Fig. 1: met1 routing
The bar under the picture is 50 um long.
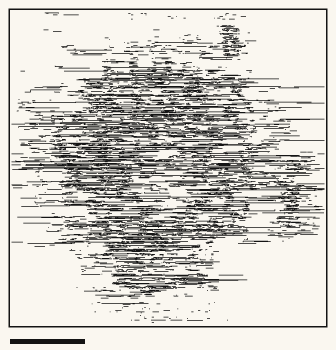
Fig. 2: M2 wires
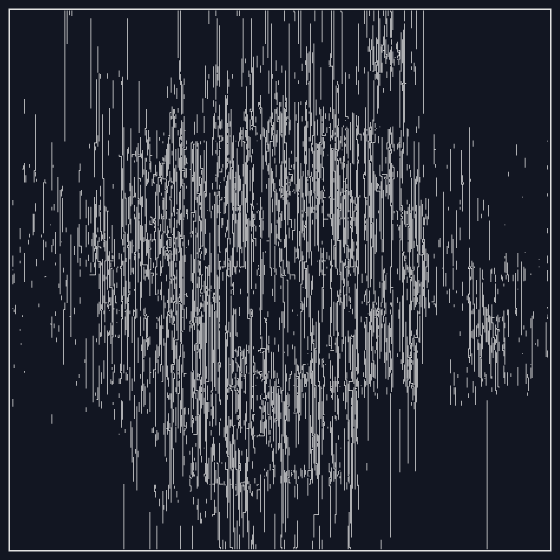
Fig. 3: the metal 3 layer
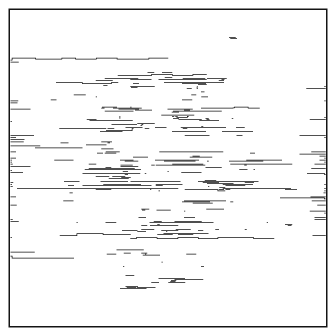
Fig. 4: M4 wires
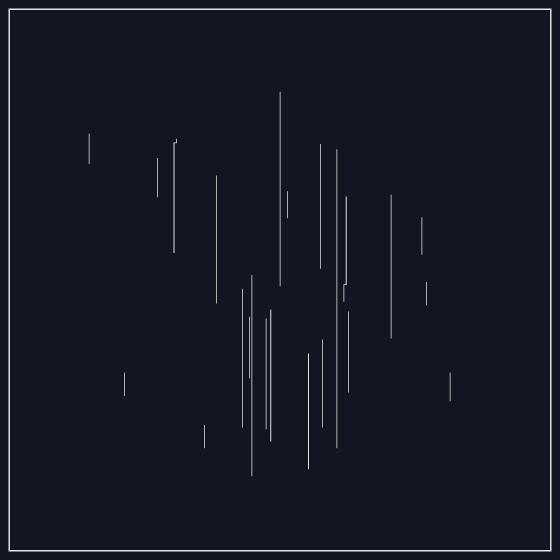
Fig. 5: routing congestion
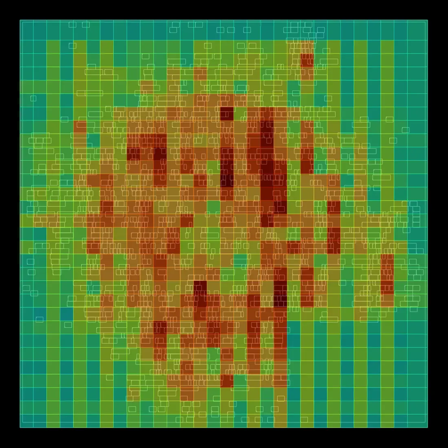
### config.mk
export PLATFORM = sky130hd
export DESIGN_NAME = alu_seq_unit
export DESIGN_NICKNAME = d
export VERILOG_FILES = /design/src/rtl/alu_seq_unit.sv
export SDC_FILE = /design/constraint.sdc
export NUM_CORES = 1
export LEC_CHECK = 0
export CAP_MARGIN = 40
export CORE_MARGIN = 1
export CORE_UTILIZATION = 25
export CTS_CLUSTER_SIZE = 20
export DETAILED_ROUTE_END_ITERATION = 6
export PLACE_DENSITY = 0.53
export SETUP_SLACK_MARGIN = 0.3
export SYNTH_ARGS = -nofsm -noshare
export SYNTH_HDL_FRONTEND = slang
export SYNTH_SLANG_ARGS = --single-unit
### constraint.sdc
create_clock -name clock -period 4.09 [get_ports clock]
set_clock_uncertainty 0.15 [all_clocks]
set_input_delay 0.6135 -clock clock [delete_from_list [all_inputs] [get_ports clock]]
set_output_delay 0.6135 -clock clock [all_outputs]
set_load 0.02 [all_outputs]
### src/rtl/alu_seq_unit.sv
// EX-stage ALU: decodes aluOp/funct into a 4-bit code and executes one op at a time.
// Shifts run one bit per cycle; define ALU_SEQ_MULT_EN to add an iterative shift-add multiply.
module alu_seq_unit #(
   parameter int WIDTH   = 32,
   parameter int SHAMT_W = 5
) (
   input  logic               clock,
   input  logic               resetN,
   input  logic               inValid,
   output logic               inReady,
   input  logic [1:0]         aluOp,
   input  logic [5:0]         funct,
   input  logic [WIDTH-1:0]   opA,
   input  logic [WIDTH-1:0]   opB,
   input  logic [SHAMT_W-1:0] shamt,
   output logic               outValid,
   input  logic               outReady,
   output logic [WIDTH-1:0]   result,
   output logic               zero,
   output logic [3:0]         aluCtl,
   output logic               illegal
);

   localparam int CNT_W = SHAMT_W + 1;

   localparam logic [3:0] CTL_AND = 4'b0000;
   localparam logic [3:0] CTL_OR  = 4'b0001;
   localparam logic [3:0] CTL_ADD = 4'b0010;
   localparam logic [3:0] CTL_XOR = 4'b0011;
   localparam logic [3:0] CTL_SUB = 4'b0110;
   localparam logic [3:0] CTL_SLT = 4'b0111;
   localparam logic [3:0] CTL_SLL = 4'b1000;
   localparam logic [3:0] CTL_SRL = 4'b1001;
   localparam logic [3:0] CTL_SRA = 4'b1010;
   localparam logic [3:0] CTL_NOR = 4'b1100;
   localparam logic [3:0] CTL_MUL = 4'b1110;
   localparam logic [3:0] CTL_BAD = 4'b1111;

   typedef enum logic [2:0] {
      S_IDLE,
      S_EXEC,
      S_SHIFT,
`ifdef ALU_SEQ_MULT_EN
      S_MUL,
`endif
      S_DONE
   } state_t;

   state_t             r_state, w_next;
   logic [WIDTH-1:0]   r_a, r_b, r_result;
   logic [SHAMT_W-1:0] r_shamt;
   logic [CNT_W-1:0]   r_cnt;
   logic [3:0]         r_ctl;
   logic               r_ill;

   logic [3:0]         w_ctl;
   logic               w_ill;
   logic               w_is_shift;
   logic [WIDTH-1:0]   w_simple, w_shift1;

   always_comb begin
      w_ctl = CTL_ADD;
      w_ill = 1'b0;
      case (aluOp)
         2'b00: w_ctl = CTL_ADD;
         2'b01: w_ctl = CTL_SUB;
         2'b11: w_ctl = CTL_SLT;
         default: begin
            case (funct)
               6'b100000: w_ctl = CTL_ADD;
               6'b100010: w_ctl = CTL_SUB;
               6'b100100: w_ctl = CTL_AND;
               6'b100101: w_ctl = CTL_OR;
               6'b100110: w_ctl = CTL_XOR;
               6'b100111: w_ctl = CTL_NOR;
               6'b101010: w_ctl = CTL_SLT;
               6'b000000: w_ctl = CTL_SLL;
               6'b000010: w_ctl = CTL_SRL;
               6'b000011: w_ctl = CTL_SRA;
`ifdef ALU_SEQ_MULT_EN
               6'b011000: w_ctl = CTL_MUL;
`endif
               default: begin
                  w_ctl = CTL_BAD;
                  w_ill = 1'b1;
               end
            endcase
         end
      endcase
   end

   assign w_is_shift = (r_ctl == CTL_SLL) || (r_ctl == CTL_SRL) || (r_ctl == CTL_SRA);

   // Shift ops land here only with shamt=0, where the result is opB unchanged.
   always_comb begin
      w_simple = '0;
      case (r_ctl)
         CTL_ADD: w_simple = r_a + r_b;
         CTL_SUB: w_simple = r_a - r_b;
         CTL_AND: w_simple = r_a & r_b;
         CTL_OR:  w_simple = r_a | r_b;
         CTL_XOR: w_simple = r_a ^ r_b;
         CTL_NOR: w_simple = ~(r_a | r_b);
         CTL_SLT: w_simple = {{(WIDTH-1){1'b0}}, ($signed(r_a) < $signed(r_b))};
         CTL_SLL, CTL_SRL, CTL_SRA: w_simple = r_b;
         default: w_simple = '0;
      endcase
   end

   always_comb begin
      w_shift1 = r_result;
      case (r_ctl)
         CTL_SLL: w_shift1 = {r_result[WIDTH-2:0], 1'b0};
         CTL_SRL: w_shift1 = {1'b0, r_result[WIDTH-1:1]};
         CTL_SRA: w_shift1 = {r_result[WIDTH-1], r_result[WIDTH-1:1]};
         default: w_shift1 = r_result;
      endcase
   end

   always_ff @(posedge clock or negedge resetN) begin
      if (!resetN) r_state <= S_IDLE;
      else         r_state <= w_next;
   end

   always_comb begin
      w_next = r_state;
      case (r_state)
         S_IDLE: if (inValid) w_next = S_EXEC;
         S_EXEC: begin
            w_next = S_DONE;
            if (w_is_shift && (r_shamt != '0)) w_next = S_SHIFT;
`ifdef ALU_SEQ_MULT_EN
            if (r_ctl == CTL_MUL) w_next = S_MUL;
`endif
         end
         S_SHIFT: if (r_cnt == CNT_W'(1)) w_next = S_DONE;
`ifdef ALU_SEQ_MULT_EN
         S_MUL:   if (r_cnt == CNT_W'(1)) w_next = S_DONE;
`endif
         S_DONE:  if (outReady) w_next = S_IDLE;
         default: w_next = S_IDLE;
      endcase
   end

   always_ff @(posedge clock or negedge resetN) begin
      if (!resetN) begin
         r_a      <= '0;
         r_b      <= '0;
         r_shamt  <= '0;
         r_result <= '0;
         r_cnt    <= '0;
         r_ctl    <= '0;
         r_ill    <= 1'b0;
      end else begin
         case (r_state)
            S_IDLE: if (inValid) begin
               r_a     <= opA;
               r_b     <= opB;
               r_shamt <= shamt;
               r_ctl   <= w_ctl;
               r_ill   <= w_ill;
            end
            S_EXEC: begin
               if (w_is_shift && (r_shamt != '0)) begin
                  r_result <= r_b;
                  r_cnt    <= {1'b0, r_shamt};
               end
`ifdef ALU_SEQ_MULT_EN
               else if (r_ctl == CTL_MUL) begin
                  r_result <= '0;
                  r_cnt    <= CNT_W'(WIDTH);
               end
`endif
               else r_result <= w_simple;
            end
            S_SHIFT: begin
               r_result <= w_shift1;
               r_cnt    <= r_cnt - CNT_W'(1);
            end
`ifdef ALU_SEQ_MULT_EN
            // result doubles as the accumulator; opA/opB are consumed as shift registers
            S_MUL: begin
               if (r_b[0]) r_result <= r_result + r_a;
               r_a   <= {r_a[WIDTH-2:0], 1'b0};
               r_b   <= {1'b0, r_b[WIDTH-1:1]};
               r_cnt <= r_cnt - CNT_W'(1);
            end
`endif
            default: ;
         endcase
      end
   end

   assign inReady  = (r_state == S_IDLE);
   assign outValid = (r_state == S_DONE);
   assign result   = r_result;
   assign zero     = (r_result == '0);
   assign aluCtl   = r_ctl;
   assign illegal  = r_ill;

endmodule

==> summary.txt <==
fresh numbers from the pnr run: die width=211 um, Worst-path clk slew=0.06 ns, Synth Instances=approximately 1400, clk ins delay skew pair=between 0.4 and 0.5 ns, number of setup violations in the final report=0, Post-synth seq share=26.2%, CTS buffer count=17, max_cap viols=0, row cnt=76, CTS Buffer Depth=2, Area growth, synth to finish=23.4%, Worst-Margin Slew=0.922 ns, largest net degree at the start of global routing=68, initial antenna violation count=0, first-pass GRT wire length=64500 um, CTS tree=done, layout net count=1650, # DRC=0, Nets at Floorplan=1556, Die Y-Extent=211 um, Final Slew Violations=0, EDFF count, synth=0, number of buffers added on ports=120, MI comb area=7330 um^2, DR pass1 iterations=5, crit path kind=flip-flop to flip-flop, Hold Violations, Final=0, Min Hold Slack=about 0.033 ns, Final Util=31.2%, Synth logic family=AND-OR/OR-AND gates, placed insts=2014, crit share post-route=87.8%, clk sinks=114, Ant. Diodes=0, adder-cell area share of the yosys netlist=14.1%, CP Launch Type=flip-flop, Main synth FF type=dfrtp_1, HPWL Detailed=31300 um, area fraction in mux cells=8.18%, minimum clock period after layout=approximately 3.6 ns, YS chip area=10900 um^2, post-synth cell types=73, syn avg cell area=about 8.0 um^2, Setup crit start=r_b[12]$_DFFE_PN0P_, RSZ-0062 raised after global routing=yes, R2R Path End=result[27]$_DFFE_PN0P_, Ys Warns=0, FF/Latch Area=2850 um^2, CP Capture Point=result[27]$_DFFE_PN0P_, yosys cell count=1354, # hold bufs at CTS=0, share of cells above drive strength 1=11.2%, post-CTS setup buffers=0, Floorplan Utilization=25.3%, Critical Path Fanout Max=10, Highest Clock Rate=279 MHz, Crit. End Element=flip-flop, Top Ports=121, number of global-route vias before repair=10509, post_cts resized=0, worst r2r path cells=12, H-tree Lvls=4, non-filler cells, final=2046, ANT nets after route=0, routability congestion estimate=0.946, total gr overflow=0, Worst EP required=4.33 ns, total die size=44300 um^2, r2r startpoint=r_b[12]$_DFFE_PN0P_, Reg2Reg Setup Slack=0.50 ns, Clock Root Buffer=clkbuf_16, synthesized area=10900 um^2, stage-log warning count=112, DRT iter0 DRCs=1078, status=finished clean, setup TNS=0 ns, Min-Delay Path Class=primary input to async pin, Async S/R FF share, synth=100%, yosys xor share=1.85%, Avg Vias per Cell=roughly 5.3, post-synthesis compound-gate area fraction=27.0%
Back to the opening pictures, Fig. 1:
main direction: horizontal
share of all routed wire: 45%
longest straight run: 67.2 um
total wire length: 41800 um
routed via count: 10864
met1 usage: 25.9%

Back to the opening pictures, Fig. 2:
share of all routed wire: 45%
main direction: vertical
nets with wire on the layer: 1276
wire length on this layer: 19000 um
met2 Track Usage GR: 29.9%

Back to the opening pictures, Fig. 3:
wire length on this layer: 3050 um
longest straight run: 107 um
main direction: horizontal
nets with wire on the layer: 176
met3 Resource Use GR: 4.14%

Back to the opening pictures, Fig. 4:
main direction: vertical
share of all routed wire: 2.1%
longest straight run: 116 um
nets with wire on the layer: 15
wire length on this layer: 880 um

Back to the opening pictures, Fig. 5:
busiest grt layer: met2
drt wl/cell: 20.4 um
Overall Global Routing Usage: 19.1%

-- layout by cell type (no fill, tap or decap), types with 11 or more instances in the layout --
master	instances
nand3_1	36
nor3_1	28
o211ai_1	15
a31oi_1	21
buf_4	36
nand2_1	99
a211oi_1	16
o22ai_1	16
a21o_1	11
xnor2_1	20
nand4_1	11
inv_1	106
a21oi_1	150
o31ai_1	21
a22oi_1	15
o21ai_0	49
nand2b_1	12
mux2_2	70
o21ai_1	20
dfrtp_1	114
clkdlybuf4s50_1	119
clkbuf_16	17
a221oi_1	13
o21a_1	11
ha_1	118
nor4_1	15
nor2_1	123
-- final cells by class --
| type | instances | share of cell area [%] |
|---|---|---|
| Multi-Input combinational cell | 1045 | 54.6 |
| Sequential cell | 114 | 21.3 |
| Timing Repair Buffer | 157 | 11.2 |
| Tap cell | 585 | 5.46 |
| Clock buffer | 21 | 3.51 |
| Inverter | 113 | 3.16 |
| Clock inverter | 11 | 0.784 |
-- critical path: stages (launching register included) --
cell and delay (ns):
dfrtp_1 0.41, inv_1 0.08, ha_1 0.51, inv_2 0.09
a2111oi_1 0.43, a2111oi_0 0.20, buf_4 0.18, nor2_1 0.30
nand2_1 0.17, a21oi_1 0.35, a21oi_1 0.15, or4_1 0.42
nand3_1 0.09
-- per-layer routing --
| layer | up-vias | routed length, um | global-route usage (%) |
|---|---|---|---|
| li1 | 5122 | - | - |
| met1 | 5242 | 18900 | 25.9 |
| met2 | 448 | 19000 | 29.9 |
| met3 | 52 | 3050 | 4.14 |
| met4 | 0 | 880 | 6.25 |
| met5 | - | 0 | 0 |
-- synthesized netlist by cell type, drive strengths merged (3+ instances only) --
cell type,number,share of area (%)
o21bai,9,0.62
a31oi,21,1.2
ha,119,14
nand2b,12,0.69
and3,10,0.58
a22o,4,0.32
o2111ai,11,0.89
nand3,36,1.7
nor2,125,4.3
buf,18,0.69
nor2b,10,0.58
and2,3,0.17
clkbuf,64,2.2
a211o,8,0.64
nand4,11,0.63
nand2,100,3.5
o21ai,71,3.3
o21a,11,0.76
a211oi,16,1.1
nor3,29,1.3
a222oi,7,0.64
o311ai,4,0.32
mux2,71,7.4
or4,8,0.59
a22oi,15,1.0
o211ai,15,1.0
dfrtp,114,26
xnor2,20,1.6
a31o,5,0.40
nor4,16,0.92
inv,113,3.9
or2,3,0.17
a311oi,5,0.40
o31ai,21,1.5
a41oi,4,0.32
a21o,11,0.76
mux2i,9,0.83
a221oi,13,1.0
xor2,3,0.24
a21oi,150,6.9
or3,6,0.39
a2111oi,11,1.2
o22ai,16,0.92
-- metrics by stage --
stage | area, um^2 | setup WS [ns]
2_1_floorplan | 10900 | 0.822
3_3_place_gp | 12800 | 0.555
3_5_place_dp | 12800 | 0.495
4_1_cts | 13400 | 0.458
5_1_grt | 13400 | 0.240
6_report | 13400 | 0.500
